## src/rtl/regfile_pkg.sv

```systemverilog
// Shared constants and types for the parametrised register file.
package regfile_pkg;

   localparam int DEF_DATA_W   = 32;
   localparam int DEF_ADDR_W   = 5;
   localparam int DEF_NUM_REGS = 32;

   // Index of the optional hard-wired zero register.
   localparam int REG_ZERO = 0;

   // Bulk-clear sequencer states.
   typedef enum logic {
      ST_IDLE  = 1'b0,
      ST_CLEAR = 1'b1
   } clr_state_e;

endpackage

```

## src/rtl/regfile_clear_seq.sv

```systemverilog
// Bulk-clear sequencer: walks the register indices 0..NUM_REGS-1, one per
// cycle, strobing the array with a clear address while busy is high.
module regfile_clear_seq
   import regfile_pkg::*;
#(
   parameter int ADDR_W   = DEF_ADDR_W,
   parameter int NUM_REGS = DEF_NUM_REGS
) (
   input  logic              clk,
   input  logic              rst_n,
   input  logic              clr_req,
   output logic              busy,
   output logic              clr_en,
   output logic [ADDR_W:0]   clr_addr
);

   // One extra counter bit so NUM_REGS == 2**ADDR_W ends without wrapping.
   localparam logic [ADDR_W:0] LAST = (ADDR_W+1)'(NUM_REGS - 1);

   clr_state_e        state;
   logic [ADDR_W:0]   cnt;

   // FSM, counter and registered busy; requests while clearing are dropped.
   always_ff @(posedge clk or negedge rst_n) begin
      if (!rst_n) begin
         state <= ST_IDLE;
         cnt   <= '0;
         busy  <= 1'b0;
      end else begin
         case (state)
            ST_IDLE: begin
               if (clr_req) begin
                  state <= ST_CLEAR;
                  cnt   <= '0;
                  busy  <= 1'b1;
               end
            end
            ST_CLEAR: begin
               if (cnt == LAST) begin
                  state <= ST_IDLE;
                  cnt   <= '0;
                  busy  <= 1'b0;
               end else begin
                  cnt <= cnt + 1'b1;
               end
            end
            default: begin
               state <= ST_IDLE;
               cnt   <= '0;
               busy  <= 1'b0;
            end
         endcase
      end
   end

   assign clr_en   = (state == ST_CLEAR);
   assign clr_addr = cnt;

endmodule

```

## src/rtl/regfile_param.sv

```systemverilog
// Parametrised register file: two latched read ports, one write port,
// optional zero register and a sequenced bulk clear.
// Optional feature: define REGFILE_WRITE_BYPASS_EN to forward same-edge
// accepted write data into the read latches.
module regfile_param
   import regfile_pkg::*;
#(
   parameter int DATA_W   = DEF_DATA_W,
   parameter int ADDR_W   = DEF_ADDR_W,
   parameter int NUM_REGS = DEF_NUM_REGS,
   parameter int ZERO_REG = 1
) (
   input  logic              clk,
   input  logic              rst_n,
   input  logic [ADDR_W-1:0] rs,
   input  logic [ADDR_W-1:0] rt,
   input  logic [ADDR_W-1:0] rd,
   input  logic              we,
   input  logic [DATA_W-1:0] i_data,
   input  logic              rd_en,
   input  logic              clr_req,
   output logic [DATA_W-1:0] out_data_a,
   output logic [DATA_W-1:0] out_data_b,
   output logic              busy
);

   // The read mux spans the full address space; unimplemented slots and the
   // zero register are constant zero so out-of-range reads need no extra logic.
   localparam int               DEPTH    = 2**ADDR_W;
   localparam logic [ADDR_W:0]  NREGS    = (ADDR_W+1)'(NUM_REGS);
   localparam logic [ADDR_W-1:0] ZERO_IDX = ADDR_W'(REG_ZERO);

   logic                clr_en;
   logic [ADDR_W:0]     clr_addr;
   logic                wr_ok;
   logic [DATA_W-1:0]   rdata [DEPTH];
   logic [DATA_W-1:0]   rd_a;
   logic [DATA_W-1:0]   rd_b;

   regfile_clear_seq #(
      .ADDR_W   (ADDR_W),
      .NUM_REGS (NUM_REGS)
   ) u_clr (
      .clk      (clk),
      .rst_n    (rst_n),
      .clr_req  (clr_req),
      .busy     (busy),
      .clr_en   (clr_en),
      .clr_addr (clr_addr)
   );

   // A write is accepted only when idle, in range and not aimed at the zero register.
   assign wr_ok = we && !busy && ({1'b0, rd} < NREGS) &&
                  !((ZERO_REG != 0) && (rd == ZERO_IDX));

   for (genvar g = 0; g < DEPTH; g++) begin : g_reg
      localparam logic [ADDR_W-1:0] IDX = ADDR_W'(g);
      if ((g >= NUM_REGS) || ((ZERO_REG != 0) && (g == REG_ZERO))) begin : g_const
         assign rdata[g] = '0;
      end else begin : g_store
         logic [DATA_W-1:0] q;
         // Storage cell: clear strobe first, then accepted write.
         always_ff @(posedge clk or negedge rst_n) begin
            if (!rst_n)
               q <= '0;
            else if (clr_en && (clr_addr == {1'b0, IDX}))
               q <= '0;
            else if (wr_ok && (rd == IDX))
               q <= i_data;
         end
         assign rdata[g] = q;
      end
   end

   // Read data ahead of the output latches, with optional write forwarding.
   always_comb begin
      rd_a = rdata[rs];
      rd_b = rdata[rt];
`ifdef REGFILE_WRITE_BYPASS_EN
      if (wr_ok && (rs == rd)) rd_a = i_data;
      if (wr_ok && (rt == rd)) rd_b = i_data;
`endif
   end

   // Operand latches: load on rd_en when idle, otherwise hold.
   always_ff @(posedge clk or negedge rst_n) begin
      if (!rst_n) begin
         out_data_a <= '0;
         out_data_b <= '0;
      end else if (rd_en && !busy) begin
         out_data_a <= rd_a;
         out_data_b <= rd_b;
      end
   end

endmodule

```

## config.mk

```make
export PLATFORM = sky130hd
export DESIGN_NAME = regfile_param
export DESIGN_NICKNAME = d
export VERILOG_FILES = /design/src/rtl/regfile_pkg.sv /design/src/rtl/regfile_clear_seq.sv /design/src/rtl/regfile_param.sv
export SDC_FILE = /design/constraint.sdc
export NUM_CORES = 2
export LEC_CHECK = 0
export ABC_AREA = 0
export CAP_MARGIN = 5
export CORE_UTILIZATION = 47
export CTS_BUF_LIST = sky130_fd_sc_hd__clkbuf_16
export DETAILED_ROUTE_END_ITERATION = 12
export PLACE_DENSITY_LB_ADDON = 0.1
export REMOVE_ABC_BUFFERS = 1
export SLEW_MARGIN = 20
export SYNTH_ARGS = -nofsm -noshare
export SYNTH_HDL_FRONTEND = slang
export SYNTH_SLANG_ARGS = --single-unit
```

## constraint.sdc

```tcl
create_clock -name clk -period 3.6 [get_ports clk]
set_input_delay 0.54 -clock clk [delete_from_list [all_inputs] [get_ports clk]]
set_output_delay 0.54 -clock clk [all_outputs]
set_load 0.1 [all_outputs]
```

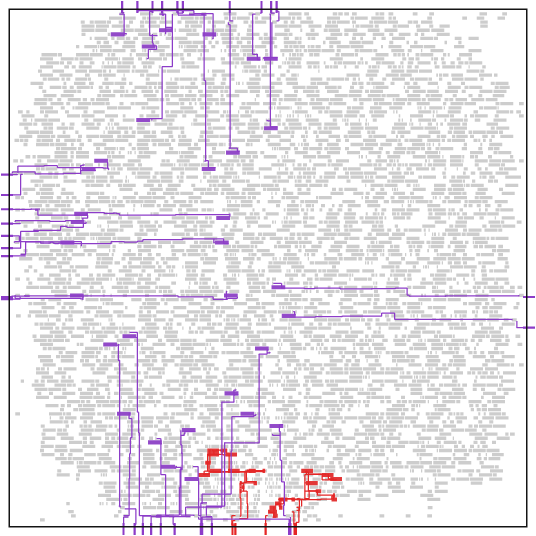
*Wires at chosen ports, followed through buffers*
Scale: 1.5 px per µm.
| colour | port | direction | edge | end cells | buffers | wire |
|---|---|---|---|---|---|---|
| purple | out_data_a | output | 11 bottom, 10 top, 9 left, 2 right | 32 | 32 | 3130 µm |
| red | rd | input | bottom | 33 | 9 | 528 µm |

==> changes_impl.md <==
### Implementation results

- Slew at the pin with the worst max-slew slack: about 1.1 ns
- Final antenna-violating net count: 0
- Pin count of the biggest net entering global routing: approximately 120
- Via Count: a little over 40k
- Registers with the highest flip-flop counts: g.g_store.q x992, out_data_a x32, out_data_b x32
- Crit path from: out_data_b[15]
- Bufs and invs on worst path: 1
- P_leak: 27.2 nW
- Cell family with the largest share of critical-path delay: buffers and inverters
- Slowest library cell on the worst path: clkdlybuf4s50_1
- Met2 track demand over resource: roughly 55%
- Number of antenna violations at the first check in global routing: 8
- Time the final worst path needs with I/O delays and setup: 3.07 ns
- Startpoint class of the critical path: flop
- Largest reg by FF count: g.g_store.q
- Number of flip-flops under the largest register name: between 900 and 1k
- Outcome: complete, no violations
- Num CTS Buffers: 117
- Post-CTS setup buffer count: 0
- Buffer type at the clock tree root: clkbuf_16
- Yosys synthesis warning count: 0
- Post-CTS Hold Buffers: 1
- Met3 layer usage reported by global route: under 10%
- Yosys Instances: between 4k and 5k
- Crit Path Max Fanout: 2
- First-pass iteration count of the detailed router: 6
- Peak supply drop: slightly above 500 µV
- Die area: between 0.1 and 0.15 mm²
- Total power of the final layout: between 40 and 50 mW
- CTS HTree Levels: 3
- Detailed route wirelength on metal2: between 90 and 100 mm
- Drt drc: 0
- Count of flip-flops with a built-in enable after synthesis: 0
- Adder and majority cell fraction of the synthesized area: 0.0910%
- Worst EP required: roughly 3.1 ns
- Hold Fails Final Rpt: 0
- Area Overhead vs Synth: 14.3%
- Main area contributors after synthesis: dfrtp_1 48%, mux4_2 17%, a22o_1 14%
- Hold Worst Slack: ~0.43 ns
- Utilization after layout: between 50% and 60%
- Post-DP HPWL: about 120 mm
- Maximum clock frequency: ~0.33 GHz
- Wire per inst: 35.4 µm
- Ratio of cells with drive above 1 in the final layout: between 20% and 30%
- Multiplexer share: between 20% and 30%
- Cell breakdown of the critical path: clkdlybuf4s50_1
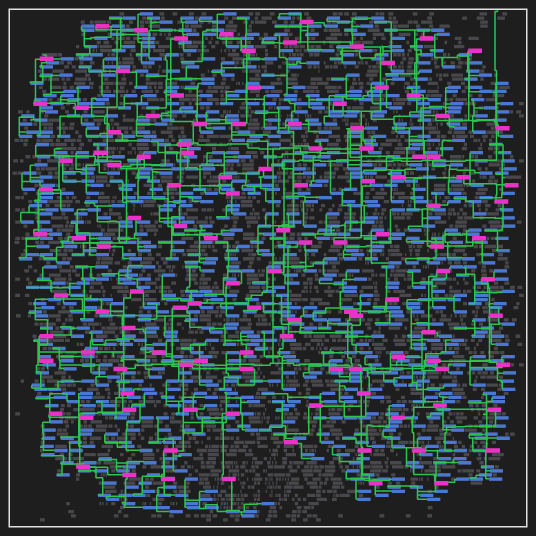
*Clock distribution*
Scale: 1.5 px per µm.
[blue] flip-flops | count: 1064
[green] clock wires | length: 14100 µm
[magenta] clock-net drivers | count: 117
flops lie: all over the die

## how the worst max path moves through the flow
stage,cells past startpoint,slack [ns],endpoint
4_1_cts,1,0.52,out_data_b[15]
5_1_grt,1,0.48,out_data_b[15]
3_5_place_dp,6,0.44,out_data_a[6]
6_report,1,0.53,out_data_b[15]
3_3_place_gp,6,0.47,out_data_a[6]
2_1_floorplan,4,-1.13,out_data_b[0]
## metrics by stage
stage / setup WS [ns] / instance area, µm²
2_1_floorplan: -1.13 / 52500
3_3_place_gp: 0.473 / 59200
3_5_place_dp: 0.437 / 59200
4_1_cts: 0.518 / 62800
5_1_grt: 0.483 / 62800
6_report: 0.529 / 62800
## final cells by class
class	instances	area (µm²)
well taps	1524	1910
fillers	9703	53200
inverters	4	15.0
diodes	1	2.50
clock buffers	118	2950
multi-input cells	2619	26500
repair buffers	395	4130
clock inverters	95	722
flip-flops and latches	1064	26600
## where the power goes
part / internal [mW] / switching [mW]
Combinational: 8.64 / 8.58
Sequential: 16.8 / 4.04
Clock: 6.68 / 5.12
## layout by cell type, fill, tap and decap left out, drive strengths merged, types with 3 or more instances in the layout
| cell | instances |
|---|---|
| nor3 | 64 |
| mux4 | 416 |
| bufinv | 11 |
| nor3b | 4 |
| mux2 | 121 |
| nand2 | 281 |
| o21ai | 63 |
| nand2b | 14 |
| nor4 | 6 |
| nor2b | 99 |
| o22ai | 34 |
| clkbuf | 118 |
| a22oi | 28 |
| a221oi | 59 |
| a211oi | 98 |
| nand3 | 11 |
| dfrtp | 1064 |
| a31oi | 10 |
| o41ai | 34 |
| mux2i | 134 |
| ha | 4 |
| a21oi | 145 |
| a22o | 897 |
| buf | 289 |
| inv | 29 |
| nor2 | 76 |
| clkinv | 56 |
| o31ai | 3 |
| clkdlybuf4s50 | 105 |
| clkinvlp | 3 |
Power figures rest on the tool's default switching activity, not on a simulated workload.
